==> images/ff_map.png <==
(4 px per um) Other sequential cells in the stronger gray, the rest of the logic in the fainter gray.
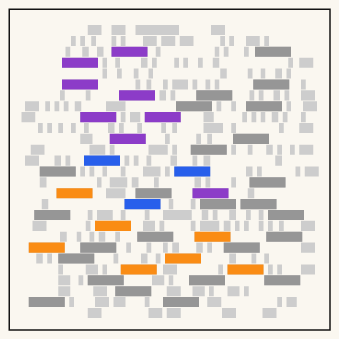
==> images/gates.png <==
(6 px per um)
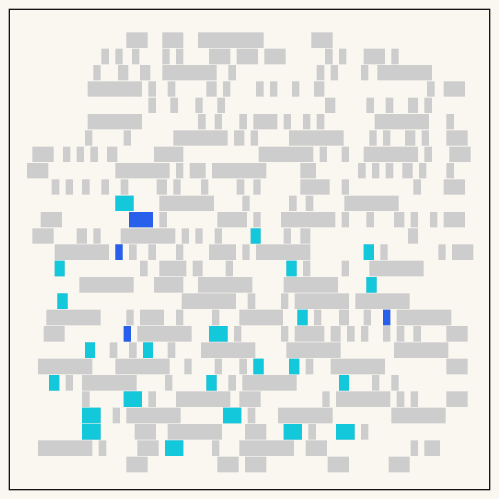
**src/rtl/serial_subtractor.sv**
```systemverilog
// Bit-serial N-bit subtractor D = A - B - Bin, LSB first, using one full-subtractor cell.
// A start/busy/done handshake brackets each N-cycle operation.
module serial_subtractor #(
  parameter int unsigned N = 8
) (
  input  logic         clk,
  input  logic         rst,
  input  logic         start,
  input  logic [N-1:0] A,
  input  logic [N-1:0] B,
  input  logic         Bin,
  output logic         busy,
  output logic         done,
  output logic [N-1:0] D,
  output logic         Bout,
  output logic         V
);

  localparam int unsigned CW = (N > 1) ? $clog2(N) : 1;

  typedef enum logic [1:0] {
    S_IDLE  = 2'd0,
    S_SHIFT = 2'd1,
    S_DONE  = 2'd2
  } state_t;

  state_t        state, state_nx;
  logic [N-1:0]  ra, ra_nx, rb, rb_nx, res, res_nx, d_nx;
  logic [CW-1:0] cnt, cnt_nx;
  logic          borrow, borrow_nx;
  logic          a_msb, a_msb_nx, b_msb, b_msb_nx;
  logic          busy_nx, done_nx, bout_nx, v_nx;
  logic          bit_a, bit_b, bit_d, bit_bo;

  // Next-state, datapath and registered-output logic
  always_comb begin
    state_nx  = state;
    ra_nx     = ra;
    rb_nx     = rb;
    res_nx    = res;
    cnt_nx    = cnt;
    borrow_nx = borrow;
    a_msb_nx  = a_msb;
    b_msb_nx  = b_msb;
    busy_nx   = 1'b0;
    done_nx   = 1'b0;
    d_nx      = D;
    bout_nx   = Bout;
    v_nx      = V;
    bit_a     = ra[0];
    bit_b     = rb[0];
    bit_d     = bit_a ^ bit_b ^ borrow;
    bit_bo    = (~bit_a & bit_b) | (~(bit_a ^ bit_b) & borrow);

    case (state)
      S_IDLE: begin
        if (start) begin
          state_nx  = S_SHIFT;
          ra_nx     = A;
          rb_nx     = B;
          borrow_nx = Bin;
          a_msb_nx  = A[N-1];
          b_msb_nx  = B[N-1];
          cnt_nx    = '0;
          busy_nx   = 1'b1;
        end
      end
      S_SHIFT: begin
        borrow_nx = bit_bo;
        res_nx    = {bit_d, res[N-1:1]};
        ra_nx     = ra >> 1;
        rb_nx     = rb >> 1;
        cnt_nx    = cnt + CW'(1);
        if (cnt == CW'(N - 1)) begin
          // Last bit: publish the full result together with the done pulse
          state_nx = S_DONE;
          done_nx  = 1'b1;
          d_nx     = {bit_d, res[N-1:1]};
          bout_nx  = bit_bo;
          v_nx     = (a_msb ^ b_msb) & (bit_d ^ a_msb);
        end else begin
          busy_nx = 1'b1;
        end
      end
      S_DONE:  state_nx = S_IDLE;
      default: state_nx = S_IDLE;
    endcase
  end

  // State and output registers
  always_ff @(posedge clk or posedge rst) begin
    if (rst) begin
      state  <= S_IDLE;
      ra     <= '0;
      rb     <= '0;
      res    <= '0;
      cnt    <= '0;
      borrow <= 1'b0;
      a_msb  <= 1'b0;
      b_msb  <= 1'b0;
      busy   <= 1'b0;
      done   <= 1'b0;
      D      <= '0;
      Bout   <= 1'b0;
      V      <= 1'b0;
    end else begin
      state  <= state_nx;
      ra     <= ra_nx;
      rb     <= rb_nx;
      res    <= res_nx;
      cnt    <= cnt_nx;
      borrow <= borrow_nx;
      a_msb  <= a_msb_nx;
      b_msb  <= b_msb_nx;
      busy   <= busy_nx;
      done   <= done_nx;
      D      <= d_nx;
      Bout   <= bout_nx;
      V      <= v_nx;
    end
  end

endmodule
```
**config.mk**
```make
export PLATFORM = sky130hd
export DESIGN_NAME = serial_subtractor
export DESIGN_NICKNAME = d
export VERILOG_FILES = /design/src/rtl/serial_subtractor.sv
export SDC_FILE = /design/constraint.sdc
export NUM_CORES = 1
export LEC_CHECK = 0
export ABC_AREA = 1
export CAP_MARGIN = 15
export CELL_PAD_IN_SITES_DETAIL_PLACEMENT = 1
export CELL_PAD_IN_SITES_GLOBAL_PLACEMENT = 2
export CORE_MARGIN = 2
export CORE_UTILIZATION = 34
export CTS_CLUSTER_SIZE = 20
export DETAILED_ROUTE_END_ITERATION = 10
export PLACE_DENSITY = 0.82
export SYNTH_ARGS = -nofsm -noshare
export SYNTH_HDL_FRONTEND = slang
export SYNTH_SLANG_ARGS = --single-unit
export TNS_END_PERCENT = 5
```
**constraint.sdc**
```tcl
create_clock -name clk -period 3 [get_ports clk]
set_input_delay 0.6 -clock clk [delete_from_list [all_inputs] [get_ports clk]]
set_output_delay 0.6 -clock clk [all_outputs]
set_load 0.03 [all_outputs]
```
==> Slide: Implementation Results <==
Synthesis and Place & Route Summary

Clock tree
  • Clock Sink Count: 43
  • CTS root buf: clkbuf_8
  • CTS buffer count: 5
  • CTS max path bufs: 2

GRT
  • Largest net degree at the start of global routing: 44
  • Grt ovf: 0
  • Number of antenna violations at the first check in global routing: 0
  • Vias in the first global route: 1480
  • GRT busiest layer: met2

Synth
  • Synth cell count leaders: nand2_1, dfrtp_1, nand3_1
  • Most frequent cell after synthesis: nand2_1
  • Syn_area_per_cell: 8.57 um^2
  • Yosys Chip Area: 1950 um^2
  • Yosys Warn Count: 0
  • Gate Count Post-Synth: 228
  • Synth async-reset ratio: 100%
  • Area share, top type: 55.1%
  • Yosys cell count: 228

Worst setup path
  • Worst Path Required: 2400 ps
  • Worst setup path end: D[1]
  • Reg2reg start: state[0]$_DFFE_PP0P_
  • Worst path buffer plus inverter count: 1
  • Slowest stage cell, crit path: clkdlybuf4s50_1
  • Worst path cell trace: clkdlybuf4s50_1

Flow run
  • Log Warnings: 26

Final timing
  • Hold WS: 476 ps
  • RSZ-0062 raised after global routing: false
  • Setup ws final: 1070 ps
  • Hold Vio Cnt, Final: 0
  • Slew Limit Fails: 0
  • Fmax: 0.519 GHz

Drt
  • DR iter-0 viols: 73
  • Wire per inst: 12.1 um
  • Antenna viol nets, final: 0

Pwr
  • P_clk: 438 uW
  • Combinational power: 1030 uW
  • Seq pwr: 991 uW
  • Switching pwr: 999 uW
  • Leak pwr: 0.00121 uW
  • Clock power frac: 17.8%
  • Combinational cell fraction of total power: 41.8%

Finish
  • Clock buffer cells: 5
  • Diode count: 0
  • Largest registers: D x8, ra x8, rb x8
  • Non-clock buffer count: 33
  • Final net count: 281
  • Sequential share of cell area: 44.9%
  • Fillers: 685
  • Most instantiated logic cells after routing: nand2_1, dfrtp_1, clkdlybuf4s50_1
  • Logic area: 727 um^2

Run status
  • Status: completed

Placed design
  • DP Area: 2290 um^2

Die
  • Row count: 27

Worst hold path
  • Worst Hold Depth: 2
  • Endpoint, Worst Hold: D[0]$_DFFE_PP0P_
-- ff_map.png (at the start) --
legend:
  rb:
    color: purple
    placed_flops: 8
  cnt:
    color: blue
    placed_flops: 3
  res:
    color: orange
    placed_flops: 7
not colored: 25

-- gates.png (at the start) --
legend:
  nor cells:
    color: blue
    cells: 4
  aoi and oai cells:
    color: cyan
    cells: 23
Comb area share: 30.3%
Finished Layout Cells: 330
Commonest Layout Cell: nand2_1

No activity file was given, so power comes from the tool's default toggle rates.
